`config.mk`:
```
export PLATFORM = sky130hd
export DESIGN_NAME = if_stage
export DESIGN_NICKNAME = d
export VERILOG_FILES = /design/src/rtl/if_stage.sv
export SDC_FILE = /design/constraint.sdc
export NUM_CORES = 1
export LEC_CHECK = 0
export ABC_AREA = 1
export CORE_UTILIZATION = 30
export CTS_CLUSTER_DIAMETER = 30
export DETAILED_ROUTE_END_ITERATION = 6
export PLACE_DENSITY = 0.57
export SLEW_MARGIN = 20
export SYNTH_ARGS = -nofsm -noshare
export SYNTH_HDL_FRONTEND = slang
export SYNTH_SLANG_ARGS = --single-unit
```
`constraint.sdc`:
```
create_clock -name clk -period 6 [get_ports clk]
set_clock_uncertainty 0.15 [all_clocks]
set_input_delay 0.6 -clock clk [delete_from_list [all_inputs] [get_ports clk]]
set_output_delay 0.6 -clock clk [all_outputs]
set_load 0.01 [all_outputs]
```
`src/rtl/if_stage.sv`:
```
// rtl/if_stage.sv - instruction fetch stage: PC, single-outstanding imem fetch, instruction buffer
// Optional misaligned-redirect detection is built when IF_MISALIGN_CHK_EN is defined.
module if_stage #(
  parameter logic [63:0] RESET_PC   = 64'h0000_0000_8000_0000,
  parameter int          IBUF_DEPTH = 2
) (
  input  logic        clk,
  input  logic        rst,
  input  logic        redirect_valid,
  input  logic [63:0] redirect_pc,
  input  logic        id_ready,
  output logic        imem_req,
  output logic [63:0] imem_addr,
  input  logic        imem_gnt,
  input  logic        imem_rvalid,
  input  logic [31:0] imem_rdata,
  output logic        inst_valid,
  output logic [31:0] inst,
  output logic [63:0] inst_pc
`ifdef IF_MISALIGN_CHK_EN
  ,
  output logic        fetch_misalign
`endif
);

  localparam int AW = (IBUF_DEPTH > 1) ? $clog2(IBUF_DEPTH) : 1;
  localparam int CW = AW + 1;
  localparam logic [CW-1:0] DEPTH_C = CW'(IBUF_DEPTH);

  typedef enum logic [1:0] {
    S_IDLE = 2'd0,
    S_REQ  = 2'd1,
    S_WAIT = 2'd2,
    S_DROP = 2'd3
  } state_t;

  state_t        state, state_n;
  logic [63:0]   pc;
  logic [AW-1:0] wr_ptr, rd_ptr;
  logic [CW-1:0] count, count_n;
  logic [31:0]   data_mem [IBUF_DEPTH];
  logic [63:0]   pc_mem   [IBUF_DEPTH];

  logic          not_full;
  logic          gnt;
  logic          push;
  logic          pop;
  logic [63:0]   redir_target;
  logic          redir_misalign;
  logic          misalign_err;

`ifdef IF_MISALIGN_CHK_EN
  logic misalign_q;
  assign redir_target   = redirect_pc;
  assign redir_misalign = |redirect_pc[1:0];
  assign misalign_err   = misalign_q;
  assign fetch_misalign = misalign_q;
`else
  logic unused_redirect_lo;
  assign unused_redirect_lo = ^redirect_pc[1:0];
  assign redir_target   = {redirect_pc[63:2], 2'b00};
  assign redir_misalign = 1'b0;
  assign misalign_err   = 1'b0;
`endif

  assign not_full   = (count < DEPTH_C);
  assign imem_req   = (state == S_REQ) && not_full;
  assign imem_addr  = pc;
  assign gnt        = imem_req && imem_gnt;
  // Only a response to our own granted request (S_WAIT) is ever buffered.
  assign push       = (state == S_WAIT) && imem_rvalid && !redirect_valid;
  assign inst_valid = (count != '0);
  assign pop        = inst_valid && id_ready && !redirect_valid;
  assign count_n    = count + CW'(push) - CW'(pop);
  assign inst       = inst_valid ? data_mem[rd_ptr] : 32'h0;
  assign inst_pc    = inst_valid ? pc_mem[rd_ptr]   : 64'h0;

  always_comb begin
    state_n = state;
    case (state)
      S_IDLE: if (not_full && !misalign_err) state_n = S_REQ;
      S_REQ:  if (gnt) state_n = S_WAIT;
      S_WAIT: if (imem_rvalid) state_n = (count_n < DEPTH_C) ? S_REQ : S_IDLE;
      S_DROP: if (imem_rvalid) state_n = S_REQ;
      default: state_n = S_IDLE;
    endcase
    if (redirect_valid) begin
      // A response still in flight must be swallowed before fetching the new target.
      case (state)
        S_WAIT:  state_n = imem_rvalid ? S_REQ : S_DROP;
        S_REQ:   state_n = gnt ? S_DROP : S_REQ;
        S_DROP:  state_n = imem_rvalid ? S_REQ : S_DROP;
        default: state_n = S_REQ;
      endcase
      if (redir_misalign) state_n = S_IDLE;
    end
  end

  always_ff @(posedge clk or negedge rst) begin
    if (!rst) begin
      state  <= S_IDLE;
      pc     <= RESET_PC;
      wr_ptr <= '0;
      rd_ptr <= '0;
      count  <= '0;
`ifdef IF_MISALIGN_CHK_EN
      misalign_q <= 1'b0;
`endif
    end else begin
      state <= state_n;
      if (redirect_valid) begin
        pc     <= redir_target;
        wr_ptr <= '0;
        rd_ptr <= '0;
        count  <= '0;
`ifdef IF_MISALIGN_CHK_EN
        misalign_q <= redir_misalign;
`endif
      end else begin
        if (push) begin
          wr_ptr <= wr_ptr + 1'b1;
          pc     <= pc + 64'd4;
        end
        if (pop) rd_ptr <= rd_ptr + 1'b1;
        count <= count_n;
      end
    end
  end

  always_ff @(posedge clk) begin
    if (push) begin
      data_mem[wr_ptr] <= imem_rdata;
      pc_mem[wr_ptr]   <= pc;
    end
  end

endmodule

```
Fig. 1: run 1, the clock network
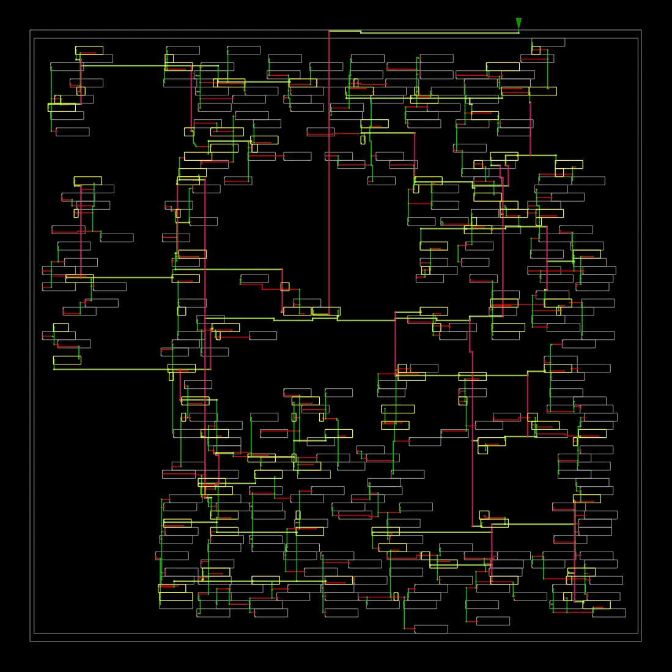
clock sink count: 256
CLK BUF: 81
clock group total power: 3.35 mW

Fig. 2: run 1, sequential cells grouped by signal name
Scale bar: 50 µm. Other sequential cells in the stronger grey, the rest of the logic in the fainter grey.
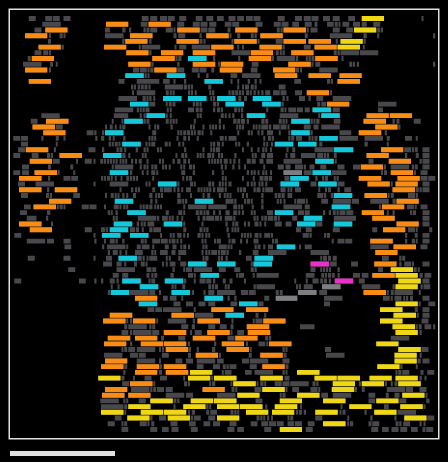
- magenta: state (sequential cells 2)
- orange: pc_mem (sequential cells 124; where all over the die)
- cyan: imem_addr (sequential cells 62)
- yellow: data_mem (sequential cells 64)
- not coloured: 4

==> impl_metrics.py, run 1 <==
# Physical implementation metrics
metrics = {
    "run_status": {
        "status": "finished, final reports clean",
    },
    "worst_setup_path": {
        "cp.arrival_ps": 2990,
        "r2r_cells": 13,
        "critPathLaunch": "rd_ptr",
        "cp_slowest_stage_delay_ps": 710,
        "rrSetupSlack_ps": 3230,
        "worst-path-stages": 5,
        "timing.critical_path.fanout_max": 96,
        "r2r-start": "state[0]",
        "crit_path_end": "inst_pc[37]",
        "cp_data_required_time_ps": 5250,
        "worstPathCellList": "clkinv_2, buf_6, nand2_1, a21oi_1, clkdlybuf4s50_1",
        "worstSetupPathType": "reg -> out",
    },
    "pwr": {
        "power_frac_clock_pct": 51.1,
        "switchingPower_mw": 1.77,
        "internal_power_mw": 4.79,
        "seqPwrFrac_pct": 34.4,
        "powerDensity_nw_per_um2": 373,
        "p_comb_mw": 0.947,
    },
    "placed_design": {
        "gp_congestion": 0.905,
        "dp.cells": 2087,
        "placed_cell_area_um2": 15400,
        "preCtsSetupSlack_ps": 2550,
    },
    "finish": {
        "largest_cell_class": "flip-flops and latches",
        "finish.utilization_pct": 43.9,
        "regMostFlops": "pc_mem",
        "ff_count": 256,
        "area.combinational_um2": 4320,
        "seq_area_share_pct": 41.9,
        "drive_gt1_share_pct": 10.2,
        "nets": 1735,
        "mostFrequentLayoutCell": "nand2_1",
        "nonClockInverterCount": 99,
    },
    "final_timing": {
        "finalSetupTns_ps": 0,
        "drv_slew": 0,
        "max_freq_mhz": 268,
        "rsz0062_at_grt": "false",
        "hold_violations": 0,
        "maxSlewHeadroom_pct": 35.9,
        "setup_ws_ps": 2260,
    },
    "yosys": {
        "ys_seq_share_pct": 60.0,
        "synthAoiAreaFrac_pct": 7.92,
        "synth-async-reset-ratio_pct": 26.6,
        "yosysWarnings": 0,
        "syn_inst": 1342,
        "most_common_cell": "nand2_1",
        "yosys_area_um2": 12200,
        "mux_area_share_pct": 0,
        "top_logic_kind": "simple AND/OR/NAND/NOR gates",
        "syn_area_um2": 12200,
        "netlist_top_cells_count": "nand2_1 (485), edfxtp_1 (188), nor2_1 (118), a21oi_1 (99), inv_1 (89)",
        "synth.top_cell.area_share_pct": 46.1,
    },
    "drt": {
        "initialDrtViolationCount": 727,
        "wirelength_met1_mm": 17.3,
    },
    "floorplanning": {
        "core-area_um2": 40000,
        "die_h_um": 204,
        "die_w_um": 204,
        "n_tap_cell": 525,
        "floorplan.core_util_pct": 30.6,
        "chipArea_um2": 41600,
    },
    "clocking": {
        "cts_resized": 0,
        "postCtsSetupBuffers": 0,
        "htree_levels": 3,
    },
    "global_routing": {
        "grtUsageTotal_pct": 19.1,
        "grt_use_met1_pct": 25.1,
        "grt_max_degree": 97,
        "overflow": 0,
        "grt_use_met2_pct": 30.8,
    },
    "run": {
        "max_cap_violations": 0,
    },
}
Fig. 3: run 1, wire density map
20 x 20 tiles, from dark purple (low) to yellow (high), scaled to the fullest tile. Values are wire area over tile area, all layers added.
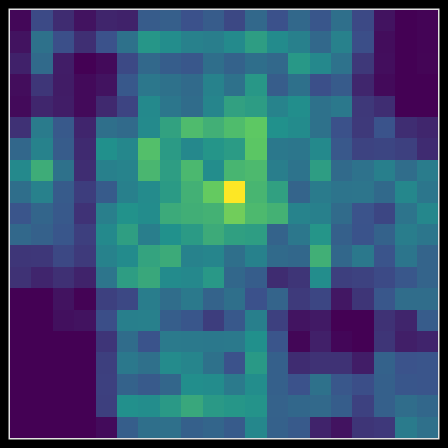
- emptiest ninth of the die: bottom left
- nearly empty tiles: 11%
- mean over tiles: 0.15
- tiles over half the peak: 14%
- fullest tile: 0.50

Fig. 4: run 1, cell area per tile
Scale bar: 50 µm. 20 x 20 tiles, from dark purple (low) to yellow (high), 0 to 100% covered.
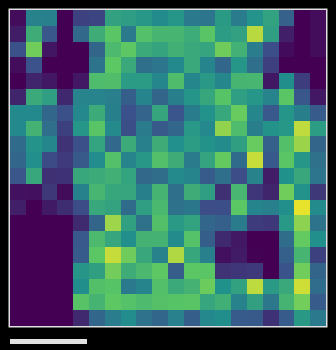

--- run 2 (diff from run 1) ---
- clock period: 6 -> 3.43 ns (I/O delays scaled with it)
Fig. 5: run 2, cell area per tile
Scale bar: 50 µm. 20 x 20 tiles, from dark purple (low) to yellow (high), 0 to 100% covered.
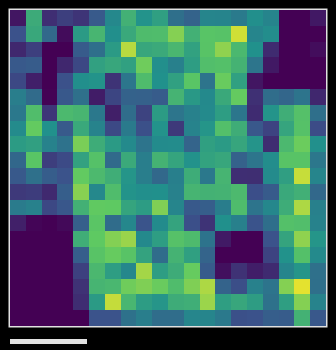
- mean over tiles: 41%
- fullest tile: 96%
- emptiest ninth of the die: bottom left
- tiles over 75% full: 8.3%
floorplan core density: 30.6%
Core Region: 40000 µm²

==> run 2 against run 1 <==
Largest power group unchanged. Core utilization grew 0.67 points. Wire length about the same. Critical endpoint is now inst_pc[52]. Worst hold slack better by 59 ps.
==> impl_metrics.py, run 2 <==
# Physical implementation metrics
metrics = {
    "drt": {
        "wirelength_met1_mm": 17.4,
        "initialDrtViolationCount": 686,
    },
    "placed_design": {
        "dp.cells": 2090,
        "placed_cell_area_um2": 15500,
        "gp_congestion": 0.907,
    },
    "worst_setup_path": {
        "critPathLaunch": "rd_ptr",
        "cp_slowest_stage_delay_ps": 590,
        "worst-path-stages": 5,
        "cp.arrival_ps": 2570,
        "cp_data_required_time_ps": 2940,
        "r2r_cells": 13,
        "worstPathCellList": "clkinv_2, buf_4, nand2_1, a21oi_1, clkdlybuf4s50_1",
    },
    "yosys": {
        "yosysWarnings": 0,
        "netlist_top_cells_count": "nand2_1 (485), edfxtp_1 (188), nor2_1 (118), a21oi_1 (99), inv_1 (89)",
        "mux_area_share_pct": 0,
        "syn_inst": 1342,
        "ys_seq_share_pct": 60.0,
        "synthAoiAreaFrac_pct": 7.92,
        "yosys_area_um2": 12200,
    },
    "finish": {
        "regMostFlops": "pc_mem",
        "finish.utilization_pct": 44.6,
        "clkbuf_count": 76,
        "largest_cell_class": "flip-flops and latches",
        "area.combinational_um2": 4320,
        "seq_area_share_pct": 41.2,
        "ff_count": 256,
    },
    "run_status": {
        "status": "finished, final reports clean",
    },
    "final_timing": {
        "max_freq_mhz": 327,
        "setup_ws_ps": 371,
        "hold_violations": 0,
    },
    "global_routing": {
        "grt_use_met2_pct": 29.7,
        "grt_max_degree": 95,
        "grt_use_met1_pct": 24.9,
        "overflow": 0,
    },
    "pwr": {
        "switchingPower_mw": 3.11,
        "power_clock_mw": 6.36,
        "seqPwrFrac_pct": 32.7,
    },
    "floorplanning": {
        "die_h_um": 204,
        "n_tap_cell": 525,
    },
    "clocking": {
        "cts.sinks": 256,
        "postCtsSetupBuffers": 0,
        "htree_levels": 3,
        "cts_resized": 0,
    },
    "run": {
        "max_cap_violations": 0,
    },
}
Power is estimated from default activity; no workload was simulated.
